==> run_1/met3.png <==
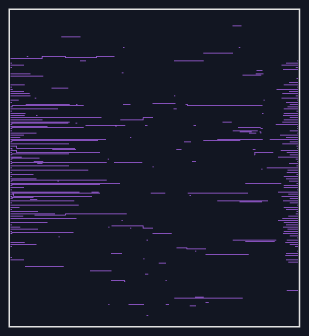
==> run_1/final_placement.png <==
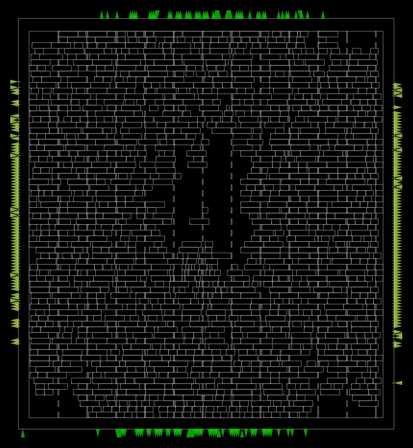
==> run_1/wire_density.png <==
36 x 39 tiles, from black (low) to pale yellow (high), scaled to the fullest tile. Values are wire area over tile area, all layers added.
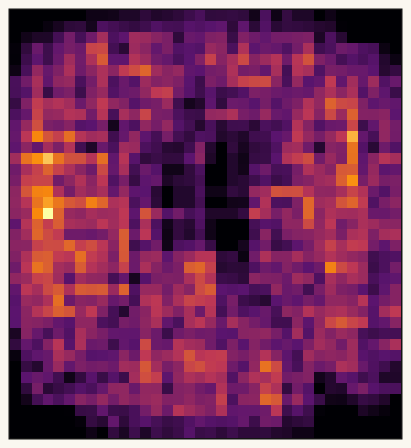
<file path="src/rtl/bn_coef_loader.sv">
// Double-buffered batch-norm coefficient loader: streams per-channel a/b into a shadow bank,
// commits to the active bank on swap_req. Optional macro BN_COEF_LAST_CHECK_EN enables coef_last framing checks.
module bn_coef_loader #(
    parameter int NO_CH = 10,
    parameter int BW_A  = 12,
    parameter int BW_B  = 12
) (
    input  logic                        clk,
    input  logic                        rst,
    input  logic                        coef_vld,
    output logic                        coef_rdy,
    input  logic [BW_A-1:0]             coef_a,
    input  logic [BW_B-1:0]             coef_b,
    input  logic                        coef_last,
    input  logic                        swap_req,
    output logic                        swap_ack,
    output logic [NO_CH-1:0][BW_A-1:0]  a,
    output logic [NO_CH-1:0][BW_B-1:0]  b,
    output logic                        coef_loaded,
    output logic                        err_len
);
    localparam int IW = (NO_CH > 1) ? $clog2(NO_CH) : 1;

    logic [IW-1:0]              wr_idx_q, wr_idx_d;
    logic                       shadow_full_q, shadow_full_d;
    logic [NO_CH-1:0][BW_A-1:0] sh_a_q, a_q;
    logic [NO_CH-1:0][BW_B-1:0] sh_b_q, b_q;
    logic                       loaded_q, ack_q;

    logic accept, last_idx, set_done, frame_err, commit;

    assign coef_rdy = !shadow_full_q;
    assign accept   = coef_vld & coef_rdy;
    assign last_idx = (wr_idx_q == IW'(NO_CH - 1));
    assign commit   = shadow_full_q & swap_req;

`ifdef BN_COEF_LAST_CHECK_EN
    logic err_q;
    // A set only completes when the producer's last marker agrees with our count.
    assign set_done  = accept & last_idx & coef_last;
    assign frame_err = accept & (coef_last != last_idx);

    always_ff @(posedge clk or negedge rst) begin
        if (!rst)           err_q <= 1'b0;
        else if (frame_err) err_q <= 1'b1;
    end
    assign err_len = err_q;
`else
    logic unused_last;
    assign unused_last = coef_last;
    assign set_done    = accept & last_idx;
    assign frame_err   = 1'b0;
    assign err_len     = 1'b0;
`endif

    always_comb begin
        wr_idx_d      = wr_idx_q;
        shadow_full_d = shadow_full_q;
        if (accept) begin
            if (set_done || frame_err) wr_idx_d = '0;
            else                       wr_idx_d = wr_idx_q + IW'(1);
        end
        if (commit)        shadow_full_d = 1'b0;
        else if (set_done) shadow_full_d = 1'b1;
    end

    always_ff @(posedge clk or negedge rst) begin
        if (!rst) begin
            wr_idx_q      <= '0;
            shadow_full_q <= 1'b0;
            loaded_q      <= 1'b0;
            ack_q         <= 1'b0;
        end else begin
            wr_idx_q      <= wr_idx_d;
            shadow_full_q <= shadow_full_d;
            ack_q         <= commit;
            if (commit) loaded_q <= 1'b1;
        end
    end

    // Beats of a discarded partial set may land here; they are overwritten before any commit.
    always_ff @(posedge clk or negedge rst) begin
        if (!rst) begin
            sh_a_q <= '0;
            sh_b_q <= '0;
        end else begin
            for (int ch = 0; ch < NO_CH; ch++) begin
                if (accept && wr_idx_q == IW'(ch)) begin
                    sh_a_q[ch] <= coef_a;
                    sh_b_q[ch] <= coef_b;
                end
            end
        end
    end

    always_ff @(posedge clk or negedge rst) begin
        if (!rst) begin
            a_q <= '0;
            b_q <= '0;
        end else if (commit) begin
            a_q <= sh_a_q;
            b_q <= sh_b_q;
        end
    end

    assign a           = a_q;
    assign b           = b_q;
    assign swap_ack    = ack_q;
    assign coef_loaded = loaded_q;
endmodule
</file>
<file path="config.mk">
export PLATFORM = sky130hd
export DESIGN_NAME = bn_coef_loader
export DESIGN_NICKNAME = d
export VERILOG_FILES = /design/src/rtl/bn_coef_loader.sv
export SDC_FILE = /design/constraint.sdc
export NUM_CORES = 1
export LEC_CHECK = 0
export CORE_ASPECT_RATIO = 1.1
export CORE_MARGIN = 5
export CORE_UTILIZATION = 58
export CTS_BUF_LIST = sky130_fd_sc_hd__clkbuf_8 sky130_fd_sc_hd__clkbuf_16
export CTS_CLUSTER_DIAMETER = 150
export DETAILED_ROUTE_END_ITERATION = 8
export GPL_ROUTABILITY_DRIVEN = 0
export PLACE_DENSITY = 0.85
export SKIP_CTS_REPAIR_TIMING = 1
export SLEW_MARGIN = 15
export SYNTH_ARGS = -nofsm -noshare
export SYNTH_HDL_FRONTEND = slang
export SYNTH_SLANG_ARGS = --single-unit
</file>
<file path="constraint.sdc">
create_clock -name clk -period 4 [get_ports clk]
set_input_delay 1 -clock clk [delete_from_list [all_inputs] [get_ports clk]]
set_output_delay 1 -clock clk [all_outputs]
set_load 0.005 [all_outputs]
</file>
==> flow_summary.yaml, run 1 <==
# generated from flow reports
status:
  outcome: "finished clean"
layout:
  nNonClkInverters: 5
  buf_share_pct: 13.0
  logic_gate_count: 520
  layout-drive-gt1-share_pct: 42.2
  most-common-layout-cells: "dfrtp_1 (487), mux2_2 (473), clkdlybuf4s50_1 (269)"
  syn2layout_area_growth_pct: 25.9
  fill_cells: 1950
  finish.utilization_pct: 73.7
  comb-cell-share_pct: 24.9
clocking:
  insertion_delay_ns: 0.55
  cts_inserted_buffers: 46
  clk_path_buf_depth: 3
  cts_max_level: 2
  root_buffer: "clkbuf_16"
logic_synthesis:
  synth_flops: 487
  yosysChipArea_um2: 18300
  yosysWarnings: 0
  ys_sh_aoi_pct: 0.171
  top_cells_by_count: "dfrtp_1 (487), mux2_2 (473), buf_2 (31)"
  ys_seq_share_pct: 66.4
  netlist_area_um2: 18300
  synth.avg_cell_area_um2: 16.9
job:
  tool_warnings: 32
setup_path:
  crit_family: "flip-flops"
  start_kind: "flip-flop"
  max_stage_delay_ns: 0.75
  cp-endpoint: "coef_rdy"
  cp_max_fo: 11
  r2r_setup_slack_ns: 1.64
  worstReg2RegEnd: "sh_a_q[40]"
  reg2reg_depth: 4
  cp-startpoint: "shadow_full_q"
global_routing:
  grt_start_max_net_pins: 114
  grt.met1_usage_pct: 29.4
  use_met2_pct: 40.4
final_timing:
  whs_ns: 0.487
  drv_slew: 0
  hold_violations: 0
  min_period_over_period_pct: 70.9
  setup_tns_ns: 0
placement:
  dp_cells: 1730
floorplanning:
  dieArea_um2: 35300
  fp.dieH_um: 197
power_and_ir_drop:
  p_leak_nw: 10.4
  power_frac_comb_pct: 32.2
## Picture notes: met3.png
wire length on this layer: 3010 um
main direction: horizontal
share of all routed wire: 7.3%
longest straight run: 67.9 um
nets with wire on the layer: 202
routing usage on met3: 7.07%
Routed WL: 41100 um
vias: 10076

## Picture notes: final_placement.png
Core ar.: 31300 um2
Finished Layout Cells: 1808

## Picture notes: wire_density.png
mean over tiles: 0.19
nearly empty tiles: 7.1%
densest ninth of the die: left middle
fullest tile: 0.63
tiles over half the peak: 11%
GRT Total Usage: 23.5%
DR WL/cell: 22.8 um

--- run 2 (diff from run 1) ---
- CORE_UTILIZATION: 58 -> 54
- PLACE_DENSITY: 0.85 -> 0.8
- clock period: 4 -> 2.85 ns (I/O delays scaled with it)
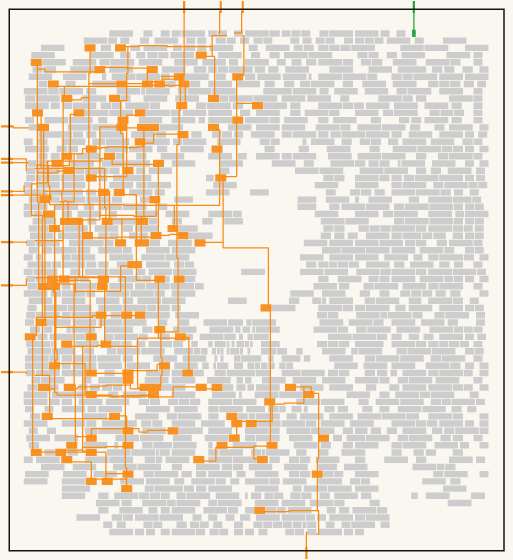
(run_2/port_nets.png)
[coef_a] orange | bits: 12 | direction: input | end cells: 120 | wire: 3210 um
[err_len] green | bits: 1 | direction: output | end cells: 1 | wire: 8.80 um
IO Port Bufs: 270
io pins: 273

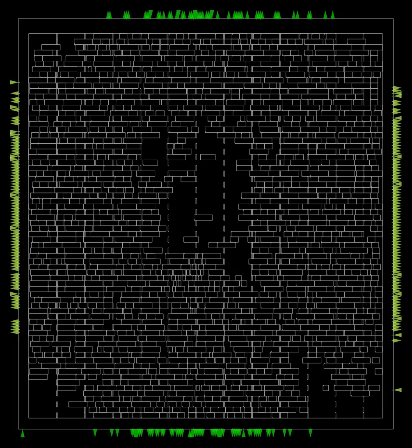
(run_2/final_placement.png)
seq_cells: 487
fill cell count: 2175

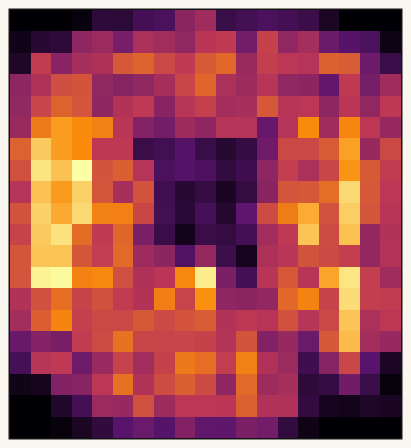
(run_2/wire_density.png)
19 x 20 tiles, from black (low) to pale yellow (high), scaled to the fullest tile. Values are wire area over tile area, all layers added.
mean over tiles: 0.18
emptiest ninth of the die: middle
tiles over half the peak: 41%
GRT Total Usage: 22.4%
Routed WL: 41600 um
DR WL/cell: 22.6 um
vias: 9971

==> flow_summary.yaml, run 2 <==
# generated from flow reports
logic_synthesis:
  ys_seq_share_pct: 66.4
  top_cells_by_count: "dfrtp_1 (487), mux2_2 (473), buf_2 (31)"
  yosysWarnings: 0
  netlist_area_um2: 18300
  synth_flops: 487
layout:
  syn2layout_area_growth_pct: 27.8
  nNonClkInverters: 5
  most-common-layout-cells: "dfrtp_1 (487), mux2_2 (473), clkdlybuf4s50_1 (269)"
  final_cells: 1840
  comb-cell-share_pct: 24.5
setup_path:
  max_stage_delay_ns: 0.77
  start_kind: "flip-flop"
  cp-endpoint: "coef_rdy"
  cp-startpoint: "shadow_full_q"
  crit_family: "flip-flops"
  cp_max_fo: 11
  r2r_setup_slack_ns: 0.83
  worstReg2RegEnd: "sh_b_q[81]"
clocking:
  insertion_delay_ns: 0.55
  cts_max_level: 2
status:
  outcome: "finished clean"
global_routing:
  grt_start_max_net_pins: 81
  grt.met1_usage_pct: 29.4
  gr-usage-met3_pct: 7.40
power_and_ir_drop:
  p_leak_nw: 10.5
job:
  tool_warnings: 30
floorplanning:
  coreArea_um2: 33400
final_timing:
  setup_tns_ns: 0
  hold_violations: 0
  drv_slew: 0
--- run 3 (diff from run 2) ---
- CORE_ASPECT_RATIO: 1.1 -> 1.75
- CORE_UTILIZATION: 54 -> 30
- PLACE_DENSITY: 0.8 -> default
- SLEW_MARGIN: 15 -> default
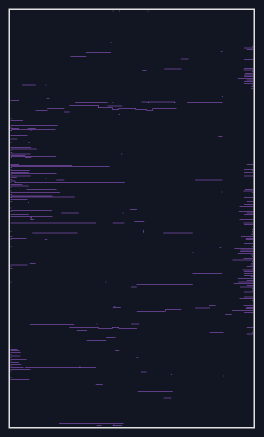
(run_3/met3.png)
share of all routed wire: 5.1%
main direction: horizontal
nets with wire on the layer: 174
longest straight run: 88.6 um
wire length on this layer: 2410 um

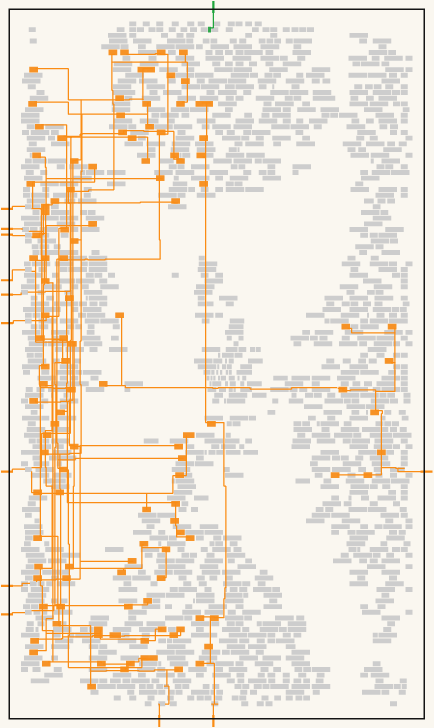
(run_3/port_nets.png)
[coef_a] orange | bits: 12 | direction: input | end cells: 120 | wire: 4660 um
[err_len] green | bits: 1 | direction: output | end cells: 1 | wire: 9.70 um

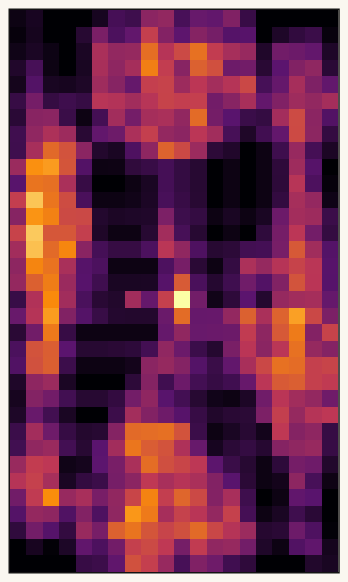
(run_3/wire_density.png)
20 x 34 tiles, from black (low) to pale yellow (high), scaled to the fullest tile. Values are wire area over tile area, all layers added.
nearly empty tiles: 6.6%
mean over tiles: 0.11
tiles over half the peak: 18%
Routed WL: 47400 um
DR WL/cell: 21.5 um
vias: 10049
GRT Total Usage: 14.4%

==> flow_summary.yaml, run 3 <==
# generated from flow reports
logic_synthesis:
  yosysWarnings: 0
  synth_flops: 487
final_timing:
  drv_slew: 0
  setup_tns_ns: 0
layout:
  flops: 487
  syn2layout_area_growth_pct: 29.4
  final_cells: 2204
  fill_cells: 5728
  most-common-layout-cells: "dfrtp_1 (487), mux2_2 (473), clkdlybuf4s50_1 (269)"
  comb-cell-share_pct: 24.2
status:
  outcome: "finished clean"
global_routing:
  grt_start_max_net_pins: 92
  gr-usage-met3_pct: 3.29
clocking:
  cts_max_level: 2
  insertion_delay_ns: 0.59
setup_path:
  cp-startpoint: "shadow_full_q"
  crit_family: "flip-flops"
  start_kind: "flip-flop"
floorplanning:
  coreArea_um2: 61000
  io-pin-count: 273
placement:
  port_buffers: 270

==> gallery <==
Sequential cells colored by netlist name.
Other sequential cells in the stronger gray, the rest of the logic in the fainter gray.
Plate I
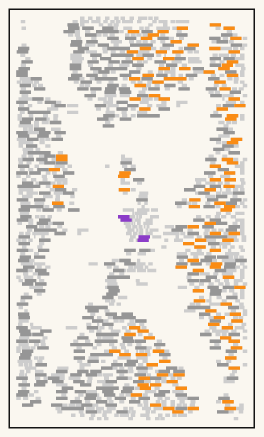
Plate II
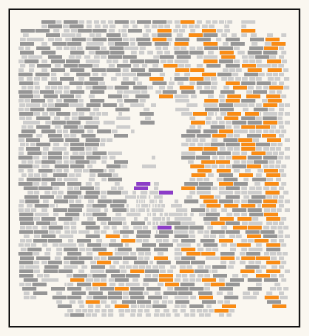
run 1 -> Plate II
run 3 -> Plate I
The one with the most cells is Plate I.

Key to Plate II:
[wr_idx_q] purple | placed flops: 4 | where: middle
[b] orange | placed flops: 120

